Run 1, clock network drawn from the DEF:
The bar under the picture is 50 um long.
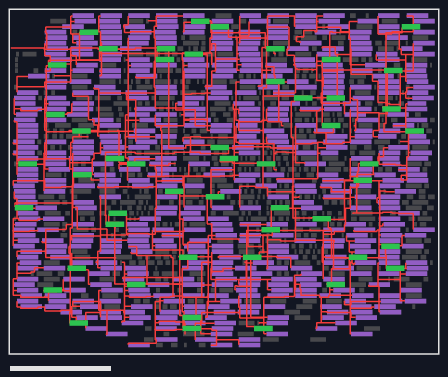
Run 1, clock routing:
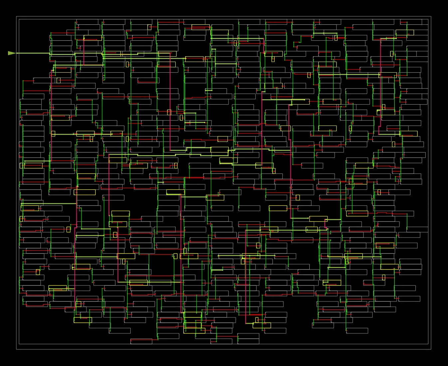
Run 1, power grid:
The bar under the picture is 50 um long. Pins as bars on the die edge.
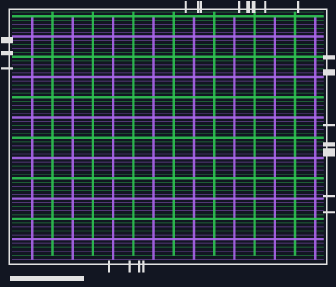
Run 1, cell classes on the final placement:
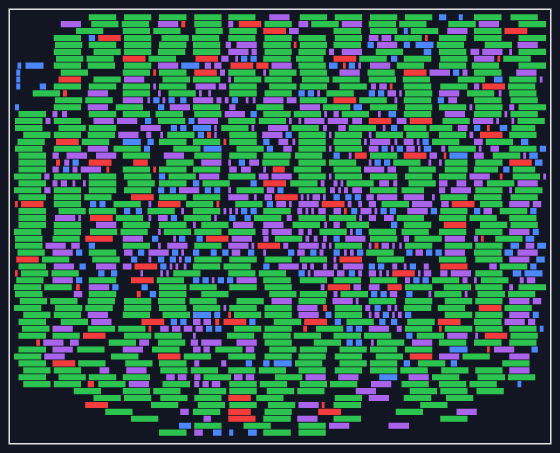
`config.mk`:
```
export PLATFORM = sky130hd
export DESIGN_NAME = ram_dual_port_param
export DESIGN_NICKNAME = d
export VERILOG_FILES = /design/src/rtl/ram_pkg.sv /design/src/rtl/ram_array.sv /design/src/rtl/ram_dual_port_param.sv
export SDC_FILE = /design/constraint.sdc
export NUM_CORES = 1
export LEC_CHECK = 0
export CAP_MARGIN = 20
export CELL_PAD_IN_SITES_DETAIL_PLACEMENT = 1
export CELL_PAD_IN_SITES_GLOBAL_PLACEMENT = 1
export CORE_ASPECT_RATIO = 0.8
export CORE_MARGIN = 1
export CORE_UTILIZATION = 59
export DETAILED_ROUTE_END_ITERATION = 8
export PLACE_DENSITY = 0.94
export SLEW_MARGIN = 20
export SYNTH_ARGS = -nofsm -noshare
export SYNTH_HDL_FRONTEND = slang
export SYNTH_HIERARCHICAL = 1
export SYNTH_SLANG_ARGS = --single-unit
```
`constraint.sdc`:
```
create_clock -name clk -period 3.1 [get_ports clk]
set_input_delay 0.93 -clock clk [delete_from_list [all_inputs] [get_ports clk]]
set_output_delay 0.93 -clock clk [all_outputs]
set_load 0.05 [all_outputs]
```
`src/rtl/ram_pkg.sv`:
```
// rtl/ram_pkg.sv - shared types and defaults for the parametrised dual-port RAM
// Purpose: sequencer state enum, read-data source select, default geometry.
// Ports: none (package).
package ram_pkg;

    localparam int RAM_DATA_W_DEF = 8;
    localparam int RAM_DEPTH_DEF  = 64;

    typedef enum logic {
        RAM_CLEAR,
        RAM_READY
    } ram_state_t;

    // Which register feeds rd_data after the last accepted read.
    typedef enum logic [1:0] {
        RD_SRC_ARRAY,
        RD_SRC_FWD,
        RD_SRC_ZERO
    } rd_src_t;

endpackage

```
`src/rtl/ram_array.sv`:
```
// rtl/ram_array.sv - bare storage: one synchronous write port, one synchronous read port
// Purpose: plain memory array, no reset, no collision handling.
// Ports:
//   clk             clock
//   we/waddr/wdata  write port, mem[waddr] <= wdata when we
//   re/raddr/rdata  read port, rdata <= mem[raddr] when re, holds otherwise
module ram_array #(
    parameter int DATA_W = 8,
    parameter int DEPTH  = 64,
    parameter int ADDR_W = $clog2(DEPTH)
) (
    input  logic              clk,
    input  logic              we,
    input  logic [ADDR_W-1:0] waddr,
    input  logic [DATA_W-1:0] wdata,
    input  logic              re,
    input  logic [ADDR_W-1:0] raddr,
    output logic [DATA_W-1:0] rdata
);

    logic [DATA_W-1:0] mem [DEPTH];

    always_ff @(posedge clk) begin
        if (we) begin
            mem[waddr] <= wdata;
        end
        if (re) begin
            rdata <= mem[raddr];
        end
    end

endmodule

```
`src/rtl/ram_dual_port_param.sv`:
```
// rtl/ram_dual_port_param.sv - parametrised simple-dual-port RAM with registered read
// Purpose: one write and one read per cycle, write-first collision forwarding,
//   out-of-range protection, rd_valid pulse, optional clear-after-reset
//   sequencer enabled by macro RAM_CLEAR_EN.
// Ports:
//   clk, rst                    clock, asynchronous active-high reset
//   wr_en, wr_addr, wr_data     write request
//   rd_en, rd_addr              read request
//   rd_data, rd_valid           registered read data and one-cycle valid pulse
//   busy                        requests are dropped while high (clear running)
module ram_dual_port_param
    import ram_pkg::*;
#(
    parameter  int DATA_W = RAM_DATA_W_DEF,
    parameter  int DEPTH  = RAM_DEPTH_DEF,
    localparam int ADDR_W = $clog2(DEPTH)
) (
    input  logic              clk,
    input  logic              rst,
    input  logic              wr_en,
    input  logic [ADDR_W-1:0] wr_addr,
    input  logic [DATA_W-1:0] wr_data,
    input  logic              rd_en,
    input  logic [ADDR_W-1:0] rd_addr,
    output logic [DATA_W-1:0] rd_data,
    output logic              rd_valid,
    output logic              busy
);

    // One extra bit so DEPTH itself is representable for the range compare.
    localparam logic [ADDR_W:0] DEPTH_C = (ADDR_W + 1)'(DEPTH);

    logic              accept;
    logic              wr_in_range;
    logic              rd_in_range;
    logic              wr_acc;
    logic              rd_acc;
    logic              collide;
    logic              mem_we;
    logic [ADDR_W-1:0] mem_waddr;
    logic [DATA_W-1:0] mem_wdata;
    logic [DATA_W-1:0] arr_q;
    logic [DATA_W-1:0] fwd_q;
    rd_src_t           rd_src;

    assign wr_in_range = {1'b0, wr_addr} < DEPTH_C;
    assign rd_in_range = {1'b0, rd_addr} < DEPTH_C;
    assign wr_acc      = wr_en & accept & wr_in_range;
    assign rd_acc      = rd_en & accept;
    assign collide     = wr_acc & rd_acc & (wr_addr == rd_addr);

`ifdef RAM_CLEAR_EN
    localparam logic [ADDR_W-1:0] LAST_ADDR = ADDR_W'(DEPTH - 1);

    ram_state_t        state;
    logic [ADDR_W-1:0] clr_addr;
    logic              busy_q;

    always_ff @(posedge clk or posedge rst) begin
        if (rst) begin
            state    <= RAM_CLEAR;
            clr_addr <= '0;
            busy_q   <= 1'b1;
        end else begin
            case (state)
                RAM_CLEAR: begin
                    if (clr_addr == LAST_ADDR) begin
                        state  <= RAM_READY;
                        busy_q <= 1'b0;
                    end else begin
                        clr_addr <= clr_addr + 1'b1;
                    end
                end
                default: begin
                    state  <= RAM_READY;
                    busy_q <= 1'b0;
                end
            endcase
        end
    end

    assign accept = ~busy_q;
    assign busy   = busy_q;

    // The sweep owns the write port while clearing; user writes are already
    // blocked by accept, so no arbitration is needed.
    always_comb begin
        mem_we    = wr_acc;
        mem_waddr = wr_addr;
        mem_wdata = wr_data;
        if (state == RAM_CLEAR) begin
            mem_we    = 1'b1;
            mem_waddr = clr_addr;
            mem_wdata = '0;
        end
    end
`else
    assign accept    = 1'b1;
    assign busy      = 1'b0;
    assign mem_we    = wr_acc;
    assign mem_waddr = wr_addr;
    assign mem_wdata = wr_data;
`endif

    ram_array #(
        .DATA_W (DATA_W),
        .DEPTH  (DEPTH),
        .ADDR_W (ADDR_W)
    ) u_array (
        .clk   (clk),
        .we    (mem_we),
        .waddr (mem_waddr),
        .wdata (mem_wdata),
        .re    (rd_acc & rd_in_range),
        .raddr (rd_addr),
        .rdata (arr_q)
    );

    // The array's read register has no reset, so a registered source select
    // (reset to ZERO) picks between it, the forwarded write data and zero.
    // Everything feeding rd_data is a flop, so there is no input-to-output path.
    always_ff @(posedge clk or posedge rst) begin
        if (rst) begin
            rd_valid <= 1'b0;
            rd_src   <= RD_SRC_ZERO;
            fwd_q    <= '0;
        end else begin
            rd_valid <= rd_acc;
            if (rd_acc) begin
                if (!rd_in_range) begin
                    rd_src <= RD_SRC_ZERO;
                end else if (collide) begin
                    rd_src <= RD_SRC_FWD;
                    fwd_q  <= wr_data;
                end else begin
                    rd_src <= RD_SRC_ARRAY;
                end
            end
        end
    end

    always_comb begin
        case (rd_src)
            RD_SRC_ARRAY: rd_data = arr_q;
            RD_SRC_FWD:   rd_data = fwd_q;
            default:      rd_data = '0;
        endcase
    end

endmodule

```
==> Implementation_results.wiki, run 1 <==
== Metrics ==
{| class="wikitable"
! Metric !! Value
|-
| Top flop regs || u_array/mem (512), fwd_q (8), u_array/rdata (8)
|-
| Count of routing violations after the opening detailed-route iteration || 1854
|-
| Adder and majority gate portion of the synthesized area || 0%
|-
| Hold violation total from the final report || 0
|-
| Detail Route met3 WL || 6700 um
|-
| Register share of total power || 52.9%
|-
| Total standard cell area after synthesis || 20800 um2
|-
| Clock tree from TritonCTS || done
|-
| Total area of sequential cells || 15900 um2
|-
| Wire length of the first global-routing pass || 89900 um
|-
| Worst R2R End || u_array/rdata[5]
|-
| Power drawn by the sequential cells || 0.00799 W
|-
| Flip-flop count of the largest register after layout || 512
|-
| Via count of the first global-routing pass || 12.3k
|-
| Met2 wire length || 31400 um
|-
| Crit. End Element || primary output
|-
| Weighted congestion at the end of routability-driven global placement || 0.841
|-
| Register bit count reported by yosys || 531
|-
| Most common reg cell || sky130_fd_sc_hd__edfxtp_1
|-
| Gr ovfl total || 0
|-
| Post-place instance area || 22700 um2
|-
| Worst EP required || 2.17 ns
|-
| Cell group occupying the most layout area || flip-flops and latches
|-
| Crit share post-route || 97.9%
|-
| Number of filler cells placed in the layout || 2688
|-
| Worst Setup Slack post-DPL || -0.142 ns
|-
| Launching point of the worst reg2reg path || u_array/mem[0][5]
|-
| Post-CTS resize count || 9
|-
| Global-route track usage on met1 || 46.9%
|-
| Final sum of negative setup slack || 0 ns
|-
| Leading area contributor after synthesis || sky130_fd_sc_hd__edfxtp_1
|-
| Antenna violations before repair || 1
|-
| Depth of the CTS H-tree || 2
|-
| Number of cells in Yosys stat || 992
|-
| Last element of the critical path || rd_data[4]
|-
| Well tap count || 472
|-
| Clk root buf || sky130_fd_sc_hd__clkbuf_16
|-
| Maximum clock frequency || 0.330 GHz
|-
| Total Power || 0.0151 W
|-
| Synthesized-area fraction occupied by xor and xnor cells || 0.252%
|-
| Crit-path leading delay family || buffers and inverters
|-
| Final layout net count || 1200
|-
| Status || complete, no violations
|-
| DRC errors left || 0
|-
| Worst Hold Path EP || fwd_q[4]
|-
| Number of setup buffers added after CTS || 0
|-
| Area of the chip || 36100 um2
|-
| Register clock-pin slew on the reported worst setup and hold paths || 0.06 ns
|-
| Maximum fanout encountered on the critical timing path || 9
|-
| Slowest stage cell, crit path || sky130_fd_sc_hd__dlygate4sd2_1
|-
| Multi-input combinational cell count || 405
|-
| Logic share of the area || 19.0%
|-
| Top contributor to total power || registers
|-
| Fraction of layout instances using a drive strength above 1 || 32.1%
|-
| Count of nets left with antenna violations after detail routing || 0
|-
| Placed wire-length estimate || 36800 um
|-
| Uppermost layer routed || met5
|-
| Ratio of total power to cell area || 623 nW/um2
|-
| Cells after synthesis || 992
|-
| Register with the most flip-flops || u_array/mem
|-
| Number of hold buffers added after cts || 0
|-
| Startpoint of the most critical setup path || rd_src[0]
|-
| Worst reg2reg path depth || 5
|-
| Count of flip-flops with a built-in enable after synthesis || 520
|-
| Int Pwr || 0.0117 W
|-
| Overall die width || 212 um
|-
| Maximum Capacitance Violations || 0
|-
| Power drawn by the combinational cells || 0.000993 W
|-
| Aggregate routed wire length || 64000 um
|-
| Area fraction in mux cells || 16.2%
|-
| Share of synthesized area occupied by flip-flops and latches || 76.2%
|-
| Reported net switching power || 0.00341 W
|-
| Count of endpoints failing setup in the final report || 0
|-
| Layout-stage area growth over the synthesis result || 16.4%
|-
| Count of different cell masters after synthesis || 47
|-
| Antenna cells || 1
|-
| Max Transition Viols Final || 0
|-
| Share of the synthesized area in the top cell type || 74.9%
|-
| Unrepaired setup endpoints after global routing || no
|-
| Switching part of the total || 22.6%
|-
| First drt pass iteration count || 5
|-
| Clock network contribution to total cell area || 6.53%
|}
Back to the opening pictures, 'clock network drawn from the DEF':
[green] clock-net drivers | count: 50
[purple] flip-flops | count: 531
[red] clock wires | length: 6350 um
flops lie	all over the die
power in the clock group: 0.00612 W
final setup skew: 0.0278 ns

Back to the opening pictures, 'clock routing':
total CTS buffers: 50
Clock Latency Late Sink: 0.59 ns
number of clock-tree buffers in the layout: 74

Back to the opening pictures, 'power grid':
color	net
green	VDD
purple	VSS
met5 straps	12
met4 straps	15
rows	61
met1 rails	62

Back to the opening pictures, 'cell classes on the final placement':
color	class	cells	share of their area
red	clock drivers and dummy loads	93	6.7%
purple	remaining logic cells	407	20%
blue	remaining buffers and delay cells	186	6.6%
green	registers	531	67%
share of the final layout cell area in sequential cells: 65.5%
num rows: 61
final core utilization: 69.9%

## Run 2: what changed since run 1
--- a/config.mk
+++ b/config.mk
@@ -12,8 +12,9 @@
 export CORE_MARGIN = 1
 export CORE_UTILIZATION = 59
 export DETAILED_ROUTE_END_ITERATION = 8
+export GPL_ROUTABILITY_DRIVEN = 0
 export PLACE_DENSITY = 0.94
-export SLEW_MARGIN = 20
+export SLEW_MARGIN = 10
 export SYNTH_ARGS = -nofsm -noshare
 export SYNTH_HDL_FRONTEND = slang
 export SYNTH_HIERARCHICAL = 1
==> Implementation_results.wiki, run 2 <==
== Metrics ==
{| class="wikitable"
! Metric !! Value
|-
| Worst Setup Slack post-DPL || -0.142 ns
|-
| Status || complete, no violations
|-
| Reported net switching power || 0.00341 W
|-
| Register bit count reported by yosys || 531
|-
| Area fraction in mux cells || 16.2%
|-
| Slowest stage cell, crit path || sky130_fd_sc_hd__dlygate4sd2_1
|-
| Final layout net count || 1200
|-
| Logic share of the area || 19.0%
|-
| Total CTS buffers || 50
|-
| Count of flip-flops with a built-in enable after synthesis || 520
|-
| Count of routing violations after the opening detailed-route iteration || 1854
|-
| Top contributor to total power || registers
|-
| Placed wire-length estimate || 36800 um
|-
| Share of the synthesized area in the top cell type || 74.9%
|-
| Cells after synthesis || 992
|-
| Wire length of the first global-routing pass || 89900 um
|-
| Count of endpoints failing setup in the final report || 0
|-
| Clock tree from TritonCTS || done
|-
| Number of setup buffers added after CTS || 0
|-
| Number of filler cells placed in the layout || 2688
|-
| Final sum of negative setup slack || 0 ns
|-
| Global-route track usage on met1 || 46.9%
|-
| Cell group occupying the most layout area || flip-flops and latches
|-
| DRC errors left || 0
|-
| Worst Hold Path EP || fwd_q[4]
|-
| Max Transition Viols Final || 0
|-
| Clk root buf || sky130_fd_sc_hd__clkbuf_16
|-
| Antenna violations before repair || 1
|-
| Ratio of total power to cell area || 623 nW/um2
|-
| Final core utilization || 69.9%
|-
| Total Power || 0.0151 W
|-
| Area of the chip || 36100 um2
|-
| Unrepaired setup endpoints after global routing || no
|-
| Number of hold buffers added after cts || 0
|-
| Int Pwr || 0.0117 W
|-
| Crit share post-route || 97.9%
|-
| Worst reg2reg path depth || 5
|-
| Count of different cell masters after synthesis || 47
|-
| Clock network contribution to total cell area || 6.53%
|-
| Via count of the first global-routing pass || 12.3k
|-
| Num rows || 61
|-
| Top flop regs || u_array/mem (512), fwd_q (8), u_array/rdata (8)
|-
| Gr ovfl total || 0
|-
| First drt pass iteration count || 5
|-
| Maximum Capacitance Violations || 0
|-
| Power in the clock group || 0.00612 W
|-
| Fraction of layout instances using a drive strength above 1 || 32.1%
|-
| Total area of sequential cells || 15900 um2
|-
| Crit-path leading delay family || buffers and inverters
|-
| Share of the final layout cell area in sequential cells || 65.5%
|-
| Leading area contributor after synthesis || sky130_fd_sc_hd__edfxtp_1
|-
| Power drawn by the combinational cells || 0.000993 W
|-
| Maximum clock frequency || 0.330 GHz
|-
| Flip-flop count of the largest register after layout || 512
|-
| Count of nets left with antenna violations after detail routing || 0
|-
| Share of synthesized area occupied by flip-flops and latches || 76.2%
|-
| Number of clock-tree buffers in the layout || 74
|-
| Startpoint of the most critical setup path || rd_src[0]
|-
| Post-CTS resize count || 9
|-
| Register clock-pin slew on the reported worst setup and hold paths || 0.06 ns
|-
| Register with the most flip-flops || u_array/mem
|-
| Multi-input combinational cell count || 405
|-
| Hold violation total from the final report || 0
|-
| Register share of total power || 52.9%
|-
| Last element of the critical path || rd_data[4]
|-
| Overall die width || 212 um
|}
Run 2, wiring by layer:
The bar under the picture is 50 um long.
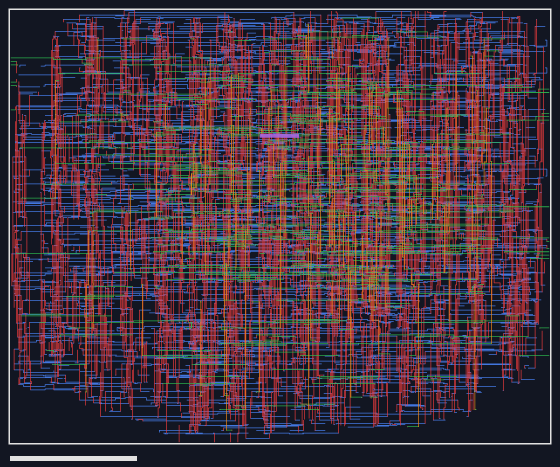
color	layer	wire length
orange	M4	3440 um
green	M3	6700 um
blue	M1	22.5 mm
red	M2	31.4 mm
purple	M5	13.8 um
aggregate routed wire length: 64000 um
number of vias in the routed layout: 11.9k
overall routing resource usage: 36.7%
average detailed-routed wire length per instance: 37.9 um

## Run 3: what changed since run 2
--- a/config.mk
+++ b/config.mk
@@ -9,13 +9,14 @@
 export CELL_PAD_IN_SITES_DETAIL_PLACEMENT = 1
 export CELL_PAD_IN_SITES_GLOBAL_PLACEMENT = 1
 export CORE_ASPECT_RATIO = 0.8
-export CORE_MARGIN = 1
-export CORE_UTILIZATION = 59
+export CORE_MARGIN = 4
+export CORE_UTILIZATION = 50
 export DETAILED_ROUTE_END_ITERATION = 8
 export GPL_ROUTABILITY_DRIVEN = 0
-export PLACE_DENSITY = 0.94
+export PLACE_DENSITY = 0.86
 export SLEW_MARGIN = 10
 export SYNTH_ARGS = -nofsm -noshare
 export SYNTH_HDL_FRONTEND = slang
 export SYNTH_HIERARCHICAL = 1
 export SYNTH_SLANG_ARGS = --single-unit
+export TNS_END_PERCENT = 30
==> constraint.sdc (replaced) <==
create_clock -name clk -period 2.7 [get_ports clk]
set_input_delay 0.81 -clock clk [delete_from_list [all_inputs] [get_ports clk]]
set_output_delay 0.81 -clock clk [all_outputs]
set_load 0.05 [all_outputs]
==> Implementation_results.wiki, run 3 <==
== Metrics ==
{| class="wikitable"
! Metric !! Value
|-
| Status || complete, no violations
|-
| Via count of the first global-routing pass || 12.1k
|-
| Crit share post-route || 97.6%
|-
| Area of the core || 40900 um2
|-
| Adder and majority gate portion of the synthesized area || 0%
|-
| Startpoint of the most critical setup path || rd_src[0]
|-
| Overall die width || 236 um
|-
| Number of instances on the worst hold path || 1
|-
| Share of the final layout cell area in sequential cells || 64.0%
|-
| Maximum clock frequency || 0.380 GHz
|-
| Count of nets left with antenna violations after detail routing || 0
|-
| First drt pass iteration count || 5
|-
| Logic share of the area || 18.6%
|-
| Met2 wire length || 27700 um
|-
| Count of warnings emitted by yosys || 6
|-
| Aggregate routed wire length || 56100 um
|-
| Fp util || 51.0%
|-
| Power drawn by the sequential cells || 0.00917 W
|-
| Worst R2R End || u_array/rdata[4]
|-
| Average detailed-routed wire length per instance || 31.4 um
|-
| Count of routing violations after the opening detailed-route iteration || 1298
|-
| Final sum of negative setup slack || 0 ns
|-
| Synthesized-area fraction occupied by xor and xnor cells || 0.252%
|-
| DRT met1 WL || 22200 um
|-
| Number of clock-tree buffers in the layout || 72
|-
| Area fraction in mux cells || 16.2%
|-
| Most instantiated logic cells after routing || 520 x sky130_fd_sc_hd__edfxtp_1, 169 x sky130_fd_sc_hd__buf_4, 126 x sky130_fd_sc_hd__mux4_2
|-
| Final non-filler cell total || 1786
|-
| Register share of total power || 51.0%
|-
| Number of vias in the routed layout || 11.1k
|-
| Depth of the CTS H-tree || 2
|-
| Count of different cell masters after synthesis || 47
|-
| Power drawn by the combinational cells || 0.00113 W
|-
| Layout-stage area growth over the synthesis result || 19.1%
|-
| Final sequential cell count || 531
|-
| Launching point of the worst reg2reg path || u_array/mem[29][4]
|-
| Combinational Power Share || 6.3%
|-
| Plain + repair buffers || 210
|-
| Buffer and inverter count on the worst path || 1
|-
| Grt met3 use || 5.97%
|-
| Worst path arrival time || 1.82 ns
|-
| Static power due to leakage || 8.23 nW
|-
| Height of the die || 191 um
|-
| Non-clk invs || 2
|-
| Total placed cells including tap cells || 1692
|-
| Clock Latency Late Sink || 0.58 ns
|-
| Longest Clk Path Bufs || 3
|-
| Share of synthesized cell area in and-or and or-and compound cells || 2.03%
|-
| Unrepaired setup endpoints after global routing || no
|-
| Maximum fanout encountered on the critical timing path || 9
|-
| Mapped Avg Cell Area || 21.0 um2
|-
| Worst Setup Slack post-DPL || -0.383 ns
|-
| Cell-by-cell listing of the critical path || mux2i_1 -> nor2_1 -> buf_4
|-
| Placed wire-length estimate || 36400 um
|-
| Global-route track usage on met1 || 33.9%
|-
| Register with the most flip-flops || u_array/mem
|-
| Clk root buf || sky130_fd_sc_hd__clkbuf_16
|-
| Synthesized netlist net count || 1016
|-
| Flip-flop count of the largest register after layout || 512
|-
| Number of cells in Yosys stat || 992
|-
| Post-route worst hold slack || 0.530 ns
|-
| Count of endpoints failing setup in the final report || 0
|-
| Fraction of synthesis flops using an asynchronous set or reset pin || 2.07%
|-
| Maximum number of pins on one net before global-route repair || 66
|-
| Post-synth top cells || 520 x sky130_fd_sc_hd__edfxtp_1, 126 x sky130_fd_sc_hd__mux4_2, 91 x sky130_fd_sc_hd__nor2_1
|-
| Most common reg cell || sky130_fd_sc_hd__edfxtp_1
|-
| Ratio of total power to cell area || 724 nW/um2
|-
| Num rows || 66
|-
| Crit start category || flip-flop
|-
| Count of flip-flops with a built-in enable after synthesis || 520
|-
| Worst reg2reg path depth || 6
|-
| Dominant combinational cell family by area after synthesis || multiplexers
|-
| Via-to-Cell Ratio || 6.22
|-
| IR drop worst, VDD || 0.601 mV
|-
| Reported net switching power || 0.00370 W
|-
| Basic-gate share of the synthesized area counting and, or, nand and nor cells || 3.59%
|-
| Post-route worst setup slack || 0.0654 ns
|-
| Total CTS buffers || 51
|-
| Max Transition Viols Final || 0
|-
| Hold violation total from the final report || 0
|-
| Uppermost layer routed || met5
|-
| Post-CTS resize count || 1
|-
| Leading area contributor after synthesis || sky130_fd_sc_hd__edfxtp_1
|-
| Register clock-pin slew on the reported worst setup and hold paths || 0.06 ns
|-
| Clock network contribution to total cell area || 7.25%
|-
| Relative area of non-clock buffer cells in the final design || 7.36%
|-
| Met2 usage in global routing || 41.5%
|-
| Total area of sequential cells || 15900 um2
|-
| Cell group occupying the most layout area || flip-flops and latches
|-
| Total Power || 0.0180 W
|-
| Cells after synthesis || 992
|-
| Detail Route met3 WL || 4430 um
|-
| Share of the synthesized area in the top cell type || 74.9%
|-
| DRC errors left || 0
|-
| Final layout net count || 1225
|-
| Multi-input combinational cell count || 405
|-
| Final core utilization || 60.7%
|-
| Well tap count || 544
|-
| Number of hold buffers added after cts || 0
|-
| Clock tree from TritonCTS || done
|-
| Post-place instance area || 23000 um2
|-
| Clk network pwr share || 42.6%
|-
| Number of setup buffers added after CTS || 0
|-
| Final setup skew || 0.0177 ns
|-
| Maximum Capacitance Violations || 0
|-
| Crit-path leading delay family || flip-flops
|-
| Area of the chip || 45000 um2
|-
| Register bit count reported by yosys || 531
|-
| Top contributor to total power || registers
|-
| Gr ovfl total || 0
|-
| Setup CP Type || flip-flop to primary output
|-
| Logic cell area || 4610 um2
|-
| Top flop regs || u_array/mem (512), fwd_q (8), u_array/rdata (8)
|-
| Fraction of layout instances using a drive strength above 1 || 34.2%
|-
| Total I/O pin count || 34
|-
| Power in the clock group || 0.00766 W
|-
| Share of synthesized area occupied by flip-flops and latches || 76.2%
|-
| Antenna cells || 1
|-
| Total standard cell area after synthesis || 20800 um2
|-
| Int Pwr || 0.0143 W
|-
| Largest stage delay on the critical path || 0.53 ns
|-
| Number of filler cells placed in the layout || 3439
|-
| Slowest stage cell, crit path || sky130_fd_sc_hd__dfrtp_2
|-
| Antenna violations before repair || 2
|-
| Last element of the critical path || rd_data[3]
|-
| Crit. End Element || primary output
|-
| Wire length of the first global-routing pass || 82700 um
|-
| Switching part of the total || 20.6%
|-
| Overall routing resource usage || 25.2%
|-
| Min-delay worst type || flip-flop to flip-flop
|-
| Worst Hold Path EP || fwd_q[6]
|-
| Slew at the pin closest to its max-slew limit || 0.690 ns
|-
| Worst EP required || 1.89 ns
|}
Run 3, cell classes on the final placement:
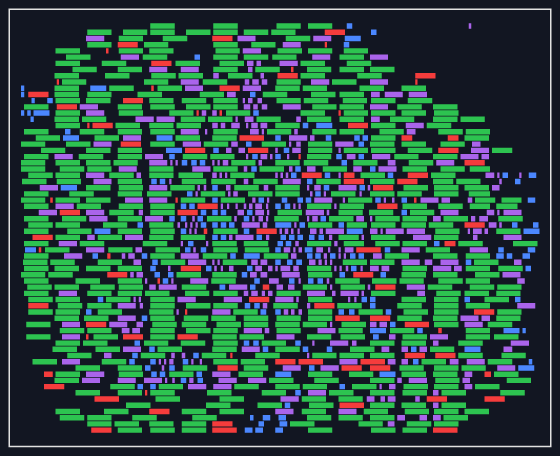
color	class	cells	share of their area
blue	remaining buffers and delay cells	210	7.6%
green	registers	531	66%
purple	remaining logic cells	407	19%
red	clock drivers and dummy loads	93	7.5%

Power figures rest on the tool's default switching activity, not on a simulated workload.
